clocks.png
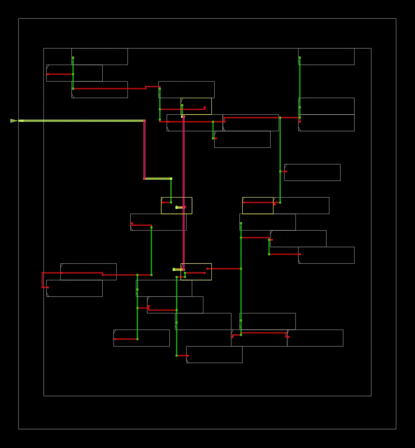
io_placement.png
(6 px per um) Pins as bars across the die edge, other pins in gray.
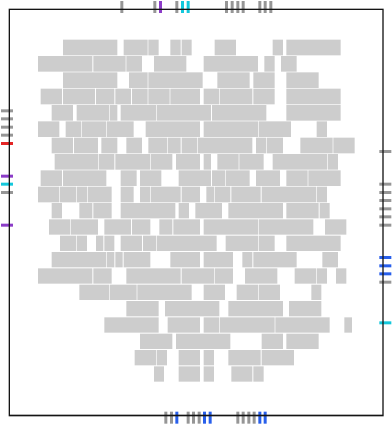
logic_types.png
(6 px per um)
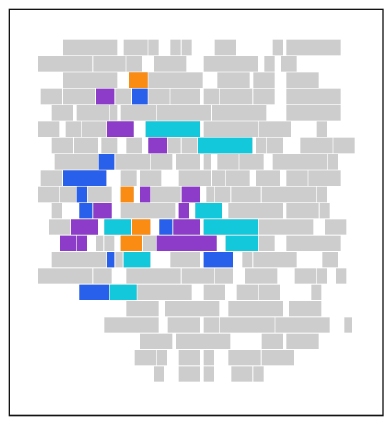
[config.mk]
export PLATFORM = sky130hd
export DESIGN_NAME = shift_sequencer
export DESIGN_NICKNAME = d
export VERILOG_FILES = /design/src/rtl/shift_sequencer.sv
export SDC_FILE = /design/constraint.sdc
export NUM_CORES = 1
export LEC_CHECK = 0
export CAP_MARGIN = 10
export CORE_ASPECT_RATIO = 1.1
export CORE_MARGIN = 4
export CORE_UTILIZATION = 41
export CTS_BUF_LIST = sky130_fd_sc_hd__clkbuf_8
export DETAILED_ROUTE_END_ITERATION = 12
export PLACE_DENSITY = 0.88
export SETUP_SLACK_MARGIN = 0.3
export SLEW_MARGIN = 20
export SYNTH_ARGS = -nofsm -noshare
export SYNTH_HDL_FRONTEND = slang
export SYNTH_SLANG_ARGS = --single-unit
[constraint.sdc]
create_clock -name clk -period 1.5 [get_ports clk]
set_input_delay 0.3 -clock clk [delete_from_list [all_inputs] [get_ports clk]]
set_output_delay 0.3 -clock clk [all_outputs]
set_load 0.01 [all_outputs]
[src/rtl/shift_sequencer.sv]
// Sequences a registered single-step shifter: it captures a command, loads the
// operand into the shifter, steps it `amount` times and returns the final value.
module shift_sequencer #(
    parameter int N  = 8,
    parameter int AW = 3
) (
    input  logic          clk,
    input  logic          rst_n,
    input  logic          start,
    input  logic [2:0]    op,
    input  logic [N-1:0]  data_in,
    input  logic [AW-1:0] amount,
    input  logic [N-1:0]  sh_q,
    output logic [N-1:0]  sh_d,
    output logic [3:0]    sh_mode,
    output logic          busy,
    output logic          done,
    output logic [N-1:0]  result,
    output logic          err
);

    typedef enum logic [1:0] {
        IDLE  = 2'd0,
        LOAD  = 2'd1,
        SHIFT = 2'd2,
        DONE  = 2'd3
    } state_t;

    localparam logic [2:0] OP_LSL = 3'd0;
    localparam logic [2:0] OP_LSR = 3'd1;
    localparam logic [2:0] OP_ROR = 3'd2;
    localparam logic [2:0] OP_ROL = 3'd3;
    localparam logic [2:0] OP_ASR = 3'd4;

    localparam logic [3:0] MODE_LOAD = 4'b0000;
    localparam logic [3:0] MODE_LSL  = 4'b0001;
    localparam logic [3:0] MODE_LSR  = 4'b0010;
    localparam logic [3:0] MODE_ROR  = 4'b0011;
    localparam logic [3:0] MODE_ROL  = 4'b0100;
    localparam logic [3:0] MODE_ASR  = 4'b0101;

    state_t        state;
    logic [N-1:0]  data_reg;
    logic [2:0]    op_reg;
    logic [AW-1:0] cnt;
    logic          op_invalid;

    assign op_invalid = (op_reg > OP_ASR);
    assign sh_d       = data_reg;
    assign busy       = (state != IDLE);

    // The shifter loads D in every state except SHIFT, so its Q always holds
    // the operand on the first SHIFT edge and the final value in DONE.
    always_comb begin
        sh_mode = MODE_LOAD;
        if (state == SHIFT) begin
            case (op_reg)
                OP_LSL:  sh_mode = MODE_LSL;
                OP_LSR:  sh_mode = MODE_LSR;
                OP_ROR:  sh_mode = MODE_ROR;
                OP_ROL:  sh_mode = MODE_ROL;
                OP_ASR:  sh_mode = MODE_ASR;
                default: sh_mode = MODE_LOAD;
            endcase
        end
    end

    always_ff @(posedge clk or negedge rst_n) begin
        if (!rst_n) begin
            state    <= IDLE;
            data_reg <= '0;
            op_reg   <= '0;
            cnt      <= '0;
            result   <= '0;
            done     <= 1'b0;
            err      <= 1'b0;
        end else begin
            done <= 1'b0;
            case (state)
                IDLE: begin
                    if (start) begin
                        data_reg <= data_in;
                        op_reg   <= op;
                        cnt      <= amount;
                        state    <= LOAD;
                    end
                end
                LOAD: begin
                    // Zero-step and invalid commands skip straight to completion.
                    if ((cnt == '0) || op_invalid) begin
                        state <= DONE;
                    end else begin
                        state <= SHIFT;
                    end
                end
                SHIFT: begin
                    cnt <= cnt - 1'b1;
                    if (cnt == AW'(1)) begin
                        state <= DONE;
                    end
                end
                DONE: begin
                    result <= sh_q;
                    done   <= 1'b1;
                    err    <= op_invalid;
                    state  <= IDLE;
                end
                default: begin
                    state <= IDLE;
                end
            endcase
        end
    end

endmodule
==> results.sh <==
# implementation run metrics
export IMPL_status="finished, violations left"
export IMPL_violations="setup timing"
export IMPL_critPathRequiredTime_ps=1200
export IMPL_track_usage_pct=16.9
export IMPL_die_h_um=67.5
export IMPL_r2r_start="state[1]$_DFFE_PN0P_"
export IMPL_grt_pass1_vias=1093
export IMPL_synth_xor_area_share_pct=0.665
export IMPL_regToRegEndpoint="state[1]$_DFFE_PN0P_"
export IMPL_hold_viol_final=0
export IMPL_setup_ws_ps=-127
export IMPL_holdBufCountCts=0
export IMPL_reg2regPathDepth=7
export IMPL_setup_violations_final=13
export IMPL_ys_cells=100
export IMPL_fmax_mhz=614
export IMPL_syn_area_per_cell_um2=13.2
export IMPL_clock_sinks=26
export IMPL_drv_slew=0
export IMPL_syn_inst=100
export IMPL_crit_fanout=2
export IMPL_drtPass1Iterations=4
export IMPL_ys_flops=26
export IMPL_dp_hpwl_mm=2.40
export IMPL_ys_sh_simple_pct=9.21
export IMPL_powerDensity_nw_per_um2=2210
export IMPL_syn_to_final_growth_pct=64.6
export IMPL_portBuffers=46
export IMPL_syn_nets=133
export IMPL_numCtsBuffers=3
export IMPL_antenna_cells=0
export IMPL_ys_sh_mux_pct=20.8
export IMPL_cp_data_arrival_time_ps=1330
export IMPL_fin_crit_sh_pct=108
export IMPL_cts_tree="yes"
export IMPL_vias=1039
export IMPL_cts_buffer_depth=2
export IMPL_grt_overflow_total=0
export IMPL_sequentialPowerShare_pct=27.0
export IMPL_place_congestion=0.807
export IMPL_p_leak_uw=0.00104
export IMPL_coreArea_um2=3070
export IMPL_ios=48
export IMPL_fp_dieW_um=62.1
export IMPL_hold_class="input port to asynchronous set/reset pin"
export IMPL_ant_nets=0
export IMPL_critPathKind="flip-flop to output pin"
export IMPL_p_comb_share_pct=63.7
export IMPL_warning_count=35
export IMPL_drv_cap=0
export IMPL_synth_seq_share_pct=49.4
export IMPL_fin_crit_ps=1630
export IMPL_peakVddDrop_uv=1410
export IMPL_fp_util_pct=42.9
export IMPL_logic_family="multiplexers"
export IMPL_remaining_drc_errors=0
export IMPL_wl_per_cell_um=16.9
export IMPL_ys_warn_count=0
export IMPL_p_sw_share_pct=35.7
export IMPL_cp_start_kind="flip-flop"
export IMPL_intPower_uw=3080
export IMPL_syn_cell_area_um2=1320
export IMPL_adder_share_pct=7.60
export IMPL_rsz0062_at_grt="yes"
export IMPL_antenna_found_initial=0
export IMPL_finalPower_uw=4780
export IMPL_drive_above_1_share_pct=55.3
export IMPL_dieArea_um2=4190
export IMPL_final_cell_mix="dfrtp_1, clkdlybuf4s50_1, mux2_4"
export IMPL_compound_area_share_pct=8.17
export IMPL_grt_pass1_wl_mm=5.20
export IMPL_cts_root_buf="clkbuf_8"
export IMPL_wl_mm=3.45
export IMPL_skew_ps=6.57
About clocks.png:
Insertion Delay late pin: 270 ps
clkbuf count: 4

About io_placement.png:
Blue stands for `result`, pins 8, direction output, edge 5 south, 3 east. Purple stands for `op`, pins 3, direction input, edge 2 west, 1 north. Cyan stands for `sh_mode`, pins 4, direction output, edge 2 north, 1 west, 1 east. Red stands for `rst_n`, pins 1, direction input, edge west.
All pins by edge: 14 south, 13 north, 12 east, 9 west.

About logic_types.png:
Purple stands for aoi and oai cells, cells 12, most used a21oi_2. Blue stands for nand cells, cells 9, where west. Orange stands for and/or cells, cells 4. Cyan stands for fa/ha/maj cells, cells 8, most used ha_1, where center.
final cell count without fillers: 204
logic share of the area: 36.1%
most frequent logic cell in the layout: dfrtp_1

## cells by family after synthesis
logic type,after synthesis
AOI/OAI and AO/OA,15
and+or+nand+nor,18
muxes,21
other,1
adders and majority gates,8
DFF,26
buffers and inverters,10
xor gates and xnor gates,1
## routing by layer
layer / GRT usage [%] / routed length, um / up-vias
met5: 0 / 0 / -
met4: 4.77 / 34 / 0
met3: 2.10 / 144 / 5
met2: 30.2 / 1900 / 32
met1: 20.9 / 1370 / 515
li1: - / - / 487
## what timing repair did
action / 4_1_cts / 5_1_grt
resized: 82 / 33
pin swaps: 5 / 7
buffers inserted: 3 / 6
setup endpoints to repair: 47 / 43
gates cloned: 0 / 1
## worst max path at each step
stage | end | slack (ps) | cells past startpoint
4_1_cts | sh_mode[2] | -130 | 3
6_report | sh_mode[2] | -130 | 3
5_1_grt | sh_mode[2] | -160 | 3
3_3_place_gp | sh_mode[0] | -220 | 5
3_5_place_dp | sh_mode[2] | -280 | 3
2_1_floorplan | state[1]$_DFFE_PN0P_ | 60 | 6
## critical path: stages (launching register included)
cell	delay (ps)
dfrtp_1	390
or3b_1	400
a21oi_2	140
buf_2	140
## cell usage after synthesis
cell type | number | area [um^2]
a21oi_1 | 4 | 20.0
buf_6 | 1 | 11.3
a22oi_1 | 2 | 15.0
a21oi_2 | 1 | 8.76
nand2_2 | 1 | 6.26
a211oi_1 | 1 | 7.51
nand2b_1 | 3 | 18.8
xnor2_1 | 1 | 8.76
dfrtp_1 | 26 | 651
nand2b_4 | 1 | 13.8
a211o_1 | 2 | 17.5
conb_1 | 1 | 3.75
and4_1 | 1 | 8.76
nor2_1 | 1 | 3.75
nand3_1 | 1 | 5.00
o21a_1 | 1 | 7.51
o21ai_0 | 2 | 10.0
nor3_1 | 3 | 15.0
or2_2 | 1 | 6.26
mux2_2 | 11 | 124
nand3b_1 | 2 | 15.0
nand2_1 | 1 | 3.75
a2111oi_2 | 1 | 15.0
buf_4 | 1 | 7.51
or3b_1 | 1 | 8.76
nor2b_1 | 1 | 6.26
buf_2 | 2 | 10.0
and2b_4 | 1 | 10.0
mux2_4 | 10 | 150
ha_1 | 8 | 100
o22ai_1 | 1 | 6.26
inv_1 | 6 | 22.5
## metrics by stage
step	worst slack (ps)	std cells	TNS (ps)	hold WS (ps)	util, %
final	-127	204	-467	391	70.5
after global routing	-164	204	-1320	426	70.5
after CTS	-131	197	-790	401	68.1
after detailed placement	-279	190	-1470	491	63.0
after global placement	-218	190	-935	489	63.0
after floorplan	58.0	100	0	4.41	-
## power groups by stage
stage / Clock, uW / Sequential [uW] / Combinational [uW]
after floorplan: 0 / 1430 / 1260
after global placement: 0 / 1250 / 2440
after detailed placement: 0 / 1290 / 2520
after CTS: 455 / 1290 / 2740
after global routing: 488 / 1330 / 3260
final: 448 / 1290 / 3050
## final cells by class
type / instances / area, um^2
Fill cell: 218 / 906
Multi-Input combinational cell: 64 / 782
Sequential cell: 26 / 651
Timing Repair Buffer: 70 / 611
Clock buffer: 4 / 55.1
Tap cell: 34 / 42.5
Inverter: 6 / 27.5
Power is estimated from default activity; no workload was simulated.
